==> config.mk <==
export PLATFORM = sky130hd
export DESIGN_NAME = sr_shift_ctrl
export DESIGN_NICKNAME = d
export VERILOG_FILES = /design/src/rtl/sr_pkg.sv /design/src/rtl/sr_shift_ctrl.sv
export SDC_FILE = /design/constraint.sdc
export NUM_CORES = 1
export LEC_CHECK = 0
export ABC_AREA = 1
export CAP_MARGIN = 10
export CELL_PAD_IN_SITES_DETAIL_PLACEMENT = 0
export CELL_PAD_IN_SITES_GLOBAL_PLACEMENT = 2
export CORE_MARGIN = 5
export CORE_UTILIZATION = 23
export DETAILED_ROUTE_END_ITERATION = 6
export HOLD_SLACK_MARGIN = 0.08
export PLACE_DENSITY_LB_ADDON = 0.1
export SKIP_LAST_GASP = 1
export SYNTH_ARGS = -nofsm -noshare
export SYNTH_HDL_FRONTEND = slang
export SYNTH_SLANG_ARGS = --single-unit
==> constraint.sdc <==
create_clock -name clk -period 1.6 [get_ports clk]
set_clock_uncertainty 0.05 [all_clocks]
set_input_delay 0.32 -clock clk [delete_from_list [all_inputs] [get_ports clk]]
set_output_delay 0.32 -clock clk [all_outputs]
set_load 0.005 [all_outputs]
==> src/rtl/sr_pkg.sv <==
// Shared constants for the shift-register sequencer and the 8-bit universal shift register.
//   MODE_*  : 2-bit {s1,s0} register mode codes
//   state_e : sequencer FSM states
package sr_pkg;

  localparam logic [1:0] MODE_HOLD = 2'b00;
  localparam logic [1:0] MODE_SHR  = 2'b01;
  localparam logic [1:0] MODE_SHL  = 2'b10;
  localparam logic [1:0] MODE_LOAD = 2'b11;

  typedef enum logic [1:0] {
    ST_IDLE  = 2'b00,
    ST_LOAD  = 2'b01,
    ST_SHIFT = 2'b10,
    ST_DONE  = 2'b11
  } state_e;

endpackage

==> src/rtl/sr_shift_ctrl.sv <==
// Sequencer for the universal shift register: accepts a parallel word over valid/ready, loads it
// into the register, then streams WIDTH bits out serially (MSB- or LSB-first) honouring sink
// back-pressure, and pulses done after the last bit.
// Ports:
//   clk, rst_n                       clock, asynchronous active-low reset
//   in_valid/in_ready/in_data        word handshake from the producer
//   in_msb_first                     1: shift left, MSB first; 0: shift right, LSB first
//   s1, s0                           register mode (00 hold, 01 shr, 10 shl, 11 load)
//   parallel_in                      latched word for the register's parallel input
//   shift_left_input/right_input     fill bit for the register while shifting
//   sr_q                             register contents
//   ser_out/ser_valid/ser_ready      serial bit handshake to the sink
//   done                             one-cycle pulse after the last bit transfers
module sr_shift_ctrl
  import sr_pkg::*;
#(
  parameter int unsigned WIDTH = 8,
  parameter logic        FILL  = 1'b0
) (
  input  logic             clk,
  input  logic             rst_n,
  input  logic             in_valid,
  output logic             in_ready,
  input  logic [WIDTH-1:0] in_data,
  input  logic             in_msb_first,
  output logic             s1,
  output logic             s0,
  output logic [WIDTH-1:0] parallel_in,
  output logic             shift_left_input,
  output logic             shift_right_input,
  input  logic [WIDTH-1:0] sr_q,
  output logic             ser_out,
  output logic             ser_valid,
  input  logic             ser_ready,
  output logic             done
);

  localparam int unsigned CntW = $clog2(WIDTH) + 1;

  state_e            state_q, state_d;
  logic [CntW-1:0]   cnt_q, cnt_d;
  logic              dir_q, dir_d;
  logic [WIDTH-1:0]  data_q, data_d;
  logic [1:0]        mode_q, mode_d;
  logic              last_bit;

  assign last_bit = (cnt_q == CntW'(WIDTH - 1));

  always_comb begin
    state_d = state_q;
    cnt_d   = cnt_q;
    dir_d   = dir_q;
    data_d  = data_q;
    mode_d  = MODE_HOLD;
    unique case (state_q)
      ST_IDLE: begin
        // in_ready is 1 throughout IDLE, so in_valid alone completes the handshake.
        if (in_valid) begin
          data_d  = in_data;
          dir_d   = in_msb_first;
          cnt_d   = '0;
          mode_d  = MODE_LOAD;
          state_d = ST_LOAD;
        end
      end
      ST_LOAD: begin
        mode_d  = dir_q ? MODE_SHL : MODE_SHR;
        state_d = ST_SHIFT;
      end
      ST_SHIFT: begin
        mode_d = dir_q ? MODE_SHL : MODE_SHR;
        if (ser_ready) begin
          cnt_d = cnt_q + CntW'(1);
          if (last_bit) begin
            mode_d  = MODE_HOLD;
            state_d = ST_DONE;
          end
        end
      end
      ST_DONE: begin
        state_d = ST_IDLE;
      end
      default: begin
        state_d = ST_IDLE;
      end
    endcase
  end

  always_ff @(posedge clk or negedge rst_n) begin
    if (!rst_n) begin
      state_q <= ST_IDLE;
      cnt_q   <= '0;
      dir_q   <= 1'b0;
      data_q  <= '0;
      mode_q  <= MODE_HOLD;
    end else begin
      state_q <= state_d;
      cnt_q   <= cnt_d;
      dir_q   <= dir_d;
      data_q  <= data_d;
      mode_q  <= mode_d;
    end
  end

  // The registered shift code is only forced to HOLD while the sink stalls, so the bit and the
  // register shift land on the same edge. LOAD (11) can only come from mode_q, i.e. only in LOAD.
  always_comb begin
    {s1, s0} = mode_q;
    if (state_q == ST_SHIFT && !ser_ready) begin
      {s1, s0} = MODE_HOLD;
    end
  end

  assign in_ready          = (state_q == ST_IDLE);
  assign ser_valid         = (state_q == ST_SHIFT);
  assign done              = (state_q == ST_DONE);
  assign ser_out           = dir_q ? sr_q[WIDTH-1] : sr_q[0];
  assign parallel_in       = data_q;
  assign shift_left_input  = FILL;
  assign shift_right_input = FILL;

endmodule

### Metal 1, run 1

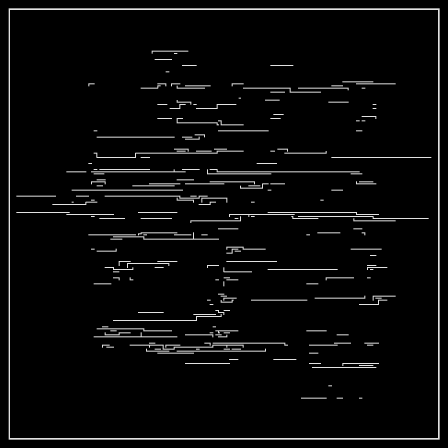
main direction = horizontal
wire length on this layer = 890 µm
nets with wire on the layer = 125

### Met2 routing, run 1

The bar under the picture is 20 µm long. Cells faint in the background.
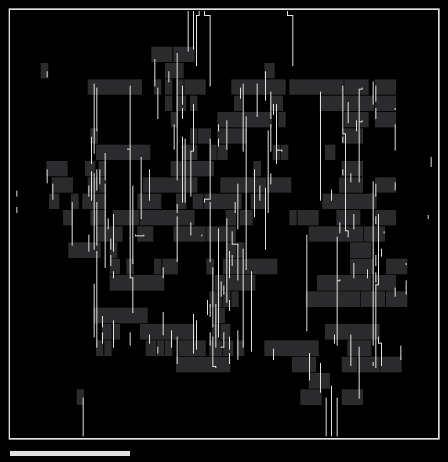
wire length on this layer = 888 µm
share of all routed wire = 45%
fraction of met2 tracks used by global routing: 12.4%
wire length reported by the detailed router: 1.99 mm
overall via count from detail_route: 715

==> flow_summary.json, run 1 <==
{
  "clkTransAtPathRegs_ps": 70,
  "status": "finished clean",
  "compound_cell_area_share_of_the_yosys_netlist_pct": 6.66,
  "post_cts.repair.setup_buffers": 0,
  "grt_use_met3_pct": 2.95,
  "final_layout_top_logic_cell": "clkdlybuf4s50_1",
  "p_clk_share_pct": 13.6,
  "wire_per_inst_um": 11.3,
  "clock_net_power_uw": 323,
  "synth.lib_cells_used.distinct": 17,
  "synth.mux.area_fraction_pct": 10.4,
  "drt_drc_violations_left": 0,
  "maxSlewViolCount": 0,
  "logic_family_by_area": "simple AND/OR/NAND/NOR gates",
  "power.density_cell_area_nw_per_um2": 1740,
  "max-cap-violations": 0,
  "sw_frac_of_total_pct": 35.8,
  "synthArstFlopShare_pct": 100,
  "final-hold-violation-count": 0,
  "grt_pass1_wl_mm": 3.11,
  "worst_path_dominant_cell_family": "flip-flops",
  "post-place-cells": 172,
  "setup_repair_after_global_routing_missed_its_margin": "true",
  "critical_path.endpoint": "in_ready",
  "synthesis.yosys.warnings": 0,
  "postSynthAreaPerCell_um2": 9.61,
  "critical_path.reg2reg.endpoint": "parallel_in[3]",
  "chipHeight_um": 71.3,
  "htreeDepth": 1,
  "layout.nets": 157,
  "crit_path_top_delay_cell": "dfrtp_1",
  "place_area_um2": 1250,
  "layout.filler_cells": 382,
  "ys_top_cells_by_area": "dfrtp_1, mux2_2, ha_1, nand2_1, inv_1",
  "globalRoute.busiestLayer": "met2",
  "proportion_of_power_drawn_by_flip_flops_and_latches_pct": 30.3,
  "timing_worst_setup_path_type": "reg -> out",
  "top_flip_flop_cell_by_instance_count_after_synthesis": "dfrtp_1",
  "worstPathRequired_ps": 1230,
  "worst_setup_startpoint": "state_q[1]",
  "postSynthSeqShare_pct": 49.2,
  "ys_sh_adder_pct": 8.68,
  "cpPeakStageDelay_ps": 420,
  "total_cell_area_reported_by_yosys_after_synthesis_um2": 865,
  "mostFrequentLayoutCells": "clkdlybuf4s50_1, nand2_1, dfrtp_1, inv_1, mux2_2",
  "fin_crit_ps": 1560,
  "route.layer.met1.wl_um": 889,
  "layout-area-overhead-vs-synth_pct": 57.9,
  "top_power_group": "combinational logic",
  "cts_tree": "done",
  "p_int_mw": 1.52,
  "cts_inserted_buffers": 3,
  "clock_sink_count": 17,
  "share_comb_of_total_power_pct": 56.1,
  "first_iter_violations": 10,
  "power_leakage_nw": 0.636,
  "fraction_of_the_mapped_netlist_area_in_simple_logic_gates_pct": 16.6,
  "drive_gt1_share_pct": 28.7,
  "synth_stat.cells": 90,
  "vdd_ir_drop_max_mv": 0.810,
  "synth_area_um2": 865,
  "boundaryPins": 37,
  "reg2regPathDepth": 6,
  "antenna_cells": 0,
  "highest-signal-layer": "met4",
  "ys_sh_xor_pct": 0,
  "global_router_s_overall_resource_usage_pct": 7.77,
  "worstPathCellList": "buf_6 > inv_1 > ha_2 > clkbuf_2",
  "cts.repair.resized": 17,
  "post_route_cell_area_um2": 1370,
  "cp-start-kind": "register",
  "fp.dieArea_um2": 5090,
  "final_cells": 177,
  "grt_use_met1_pct": 8.84,
  "comb_cell_power_mw": 1.33,
  "std_cell_rows": 22,
  "vias_in_the_first_global_route": 718,
  "finalSetupViolations": 0,
  "clockBufferDepth": 2,
  "regToRegSetupSlack_ps": 50,
  "grt_overflow_total": 0,
  "fmax_mhz": 639,
  "dp.final_hpwl_mm": 1.40,
  "cp_data_arrival_time_ps": 1190,
  "hold_path_class": "in -> async",
  "log.warning_count": 38,
  "grt_start_max_net_pins": 18,
  "cts-hold-fix-buffers": 0,
  "crit_path_end_kind": "primary output",
  "period_utilization_post_route_pct": 97.8,
  "core_um2": 3660,
  "critical_path.max_fanout": 3,
  "wp_buf_inv": 3,
  "detail-route-antenna-nets": 0,
  "total_power_mw": 2.37,
  "drt_first_pass_iters": 2,
  "floorplanUtilization_pct": 23.6,
  "yosysTopAreaCellShare_pct": 49.2,
  "antenna_violations_before_repair": 0,
  "routed_via_density": 4.04,
  "die-width_um": 71.3,
  "postSynthCellCount": 90,
  "clock_latency_reported_for_the_late_side_of_the_worst_skew_pair_ps": 250,
  "buffer_ports.inserted": 28,
  "cp.depth": 4
}
### M3 wires, run 1

The bar under the picture is 20 µm long.
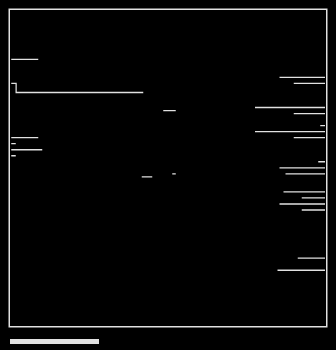
longest straight run = 28.5 µm
nets with wire on the layer = 23

## run 1: through the flow
step                      setup WS (ps)  setup TNS (ps)  util [%]
after global routing              -54.3            -303      37.3
after global placement             -316            -866      34.1
after CTS                         -57.2            -153      35.9
final                              35.7               0      37.3
after floorplan                     166               0         -
after detailed placement           -325            -859      34.1
## run 1: sequential cells by signal (all words and copies together) (netlist names)
name	count
mode_q	2
parallel_in	8
cnt_q	4
state_q	2
dir_q	1
## run 1: cell type report
class | count | area (µm²) | area share [%]
sequential | 17 | 425 | 31.2
tap | 48 | 60.1 | 4.40
inverter | 13 | 48.8 | 3.57
clock inverter | 1 | 5.00 | 0.367
timing repair buffer | 36 | 334 | 24.5
clock buffer | 3 | 41.3 | 3.02
multi-input combinational | 59 | 450 | 33.0
==> run 2, diff against run 1 <==
--- a/config.mk
+++ b/config.mk
@@ -10,7 +10,8 @@
 export CELL_PAD_IN_SITES_DETAIL_PLACEMENT = 0
 export CELL_PAD_IN_SITES_GLOBAL_PLACEMENT = 2
 export CORE_MARGIN = 5
-export CORE_UTILIZATION = 23
+export CORE_UTILIZATION = 26
+export CTS_BUF_LIST = sky130_fd_sc_hd__clkbuf_4 sky130_fd_sc_hd__clkbuf_8
 export DETAILED_ROUTE_END_ITERATION = 6
 export HOLD_SLACK_MARGIN = 0.08
 export PLACE_DENSITY_LB_ADDON = 0.1
==> constraint.sdc (replaced) <==
create_clock -name clk -period 1.8 [get_ports clk]
set_clock_uncertainty 0.05 [all_clocks]
set_input_delay 0.36 -clock clk [delete_from_list [all_inputs] [get_ports clk]]
set_output_delay 0.36 -clock clk [all_outputs]
set_load 0.005 [all_outputs]
### Met2 routing, run 2

The bar under the picture is 20 µm long. Cells faint in the background.
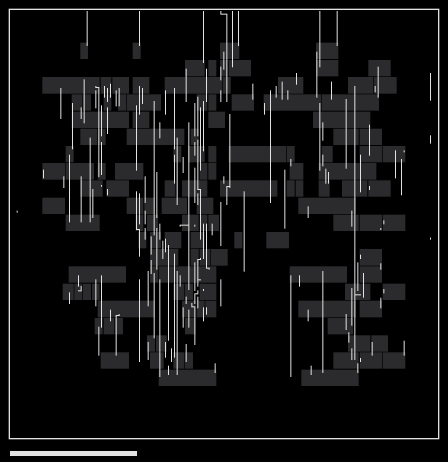
share of all routed wire = 42%
nets with wire on the layer = 122
wire length on this layer = 830 µm
longest straight run = 43.2 µm
main direction = vertical

==> run 2 against run 1 <==
Net effect: total power shrank 19%; combinational power fell by 18%; die area decreased by 10%; synthesized area is the same; clock power decreased by 34%; highest routed layer unchanged; worst hold slack got worse by 19 ps; first-iteration DRC count grew 130%; global-route usage rose by 2.3 points.
==> flow_summary.json, run 2 <==
{
  "postSynthSeqShare_pct": 49.2,
  "mostFrequentLayoutCells": "clkdlybuf4s50_1, nand2_1, dfrtp_1, inv_1, buf_4",
  "total_power_mw": 1.93,
  "crit_path_top_delay_cell": "dfrtp_1",
  "grt_pass1_wl_mm": 3.37,
  "setup_repair_after_global_routing_missed_its_margin": "true",
  "core_um2": 3280,
  "globalRoute.busiestLayer": "met2",
  "final-hold-violation-count": 0,
  "log.warning_count": 38,
  "p_clk_share_pct": 11.0,
  "maxSlewViolCount": 0,
  "grt_start_max_net_pins": 18,
  "period_utilization_post_route_pct": 95.1,
  "worst_setup_startpoint": "state_q[1]",
  "cp_data_arrival_time_ps": 1300,
  "layout.filler_cells": 326,
  "grt_use_met3_pct": 3.00,
  "ys_top_cells_by_area": "dfrtp_1, mux2_2, ha_1, nand2_1, inv_1",
  "top_power_group": "combinational logic",
  "synth.lib_cells_used.distinct": 17,
  "vdd_ir_drop_max_mv": 0.544,
  "clkTransAtPathRegs_ps": 110,
  "ys_sh_xor_pct": 0,
  "clock_sink_count": 17,
  "logic_area_um2": 397,
  "finalSetupViolations": 0,
  "wire_per_inst_um": 11.1,
  "logic_family_by_area": "simple AND/OR/NAND/NOR gates",
  "antenna_cells": 0,
  "postSynthCellCount": 90,
  "synthArstFlopShare_pct": 100,
  "synth.mux.area_fraction_pct": 10.4,
  "antenna_violations_before_repair": 0,
  "ys_sh_adder_pct": 8.68,
  "final_standard_cell_utilization_of_the_core_pct": 39.7,
  "clockBufferDepth": 2,
  "power_leakage_nw": 0.628,
  "cts-hold-fix-buffers": 0,
  "crit_path_end_kind": "primary output",
  "final_layout_top_logic_cell": "clkdlybuf4s50_1",
  "fmax_mhz": 584,
  "boundaryPins": 37,
  "timing_worst_setup_path_type": "reg -> out",
  "p_int_mw": 1.24,
  "buffer_ports.inserted": 28,
  "drt_first_pass_iters": 4,
  "post_route_cell_area_um2": 1300,
  "worstPathRequired_ps": 1390,
  "comb_cell_power_mw": 1.09,
  "highest-signal-layer": "met4",
  "fraction_of_the_mapped_netlist_area_in_simple_logic_gates_pct": 16.6,
  "critical_path.endpoint": "s1",
  "final-seq-area_um2": 425,
  "hold_path_class": "in -> async",
  "globalRouteMet2Util_pct": 15.4,
  "cts_tree": "done",
  "route.layer.met1.wl_um": 899,
  "routed_via_density": 4.11,
  "synth_stat.cells": 90,
  "power.density_cell_area_nw_per_um2": 1480,
  "synthesis.yosys.warnings": 0,
  "dp.final_hpwl_mm": 1.46,
  "reg2regPathDepth": 8,
  "clock_latency_reported_for_the_late_side_of_the_worst_skew_pair_ps": 300,
  "fp.dieArea_um2": 4580,
  "layout-area-overhead-vs-synth_pct": 50.7,
  "share_comb_of_total_power_pct": 56.4,
  "top_flip_flop_cell_by_instance_count_after_synthesis": "dfrtp_1",
  "sw_frac_of_total_pct": 35.7,
  "final_cells": 176,
  "post-place-cells": 169,
  "wp_buf_inv": 3,
  "critical_path.max_fanout": 2,
  "status": "finished clean",
  "detail-route-antenna-nets": 0,
  "std_cell_rows": 21,
  "first_iter_violations": 23,
  "cts.repair.resized": 14,
  "cp.depth": 6,
  "chipHeight_um": 67.7,
  "cp-start-kind": "register",
  "compound_cell_area_share_of_the_yosys_netlist_pct": 6.66,
  "clock_net_power_uw": 212,
  "max-cap-violations": 0,
  "drt_drc_violations_left": 0,
  "layout.nets": 158,
  "regToRegSetupSlack_ps": 210,
  "critical_path.reg2reg.endpoint": "state_q[0]"
}
### Metal 1, run 2

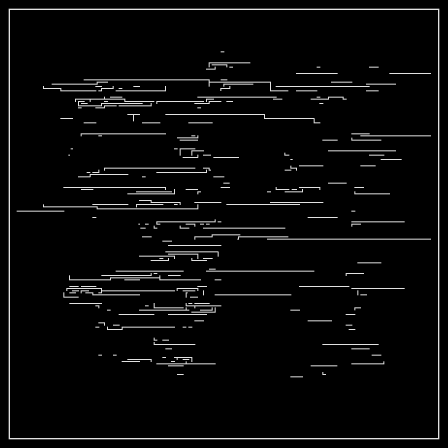
nets with wire on the layer = 124
share of all routed wire = 46%
main direction = horizontal
longest straight run = 25.8 µm
wire length on this layer = 900 µm
met1 track demand over resource: 12.5%
wire length reported by the detailed router: 1.96 mm
overall via count from detail_route: 724

==> run 2: cell count changes in the layout (fill, tap and decap cells not counted), moves of 2 or more <==
cell      before  now
buf_4          5    9
clkbuf_2       2    0
clkbuf_4       0    3
clkbuf_8       3    0
==> run 2: cell type report <==
class	instances	area share [%]
Inverter	13	3.75
Clock inverter	1	0.384
Multi-Input combinational cell	58	30.5
Tap cell	46	4.42
Timing Repair Buffer	38	26.6
Sequential cell	17	32.7
Clock buffer	3	1.73
==> run 2: stage by stage <==
stage                     setup WS, ps  TNS (ps)
after floorplan                    326         0
after global placement            -204      -423
after detailed placement          -212      -432
after CTS                         -111      -111
after global routing             -12.1     -12.1
final                             88.3         0
No activity file was given, so power comes from the tool's default toggle rates.
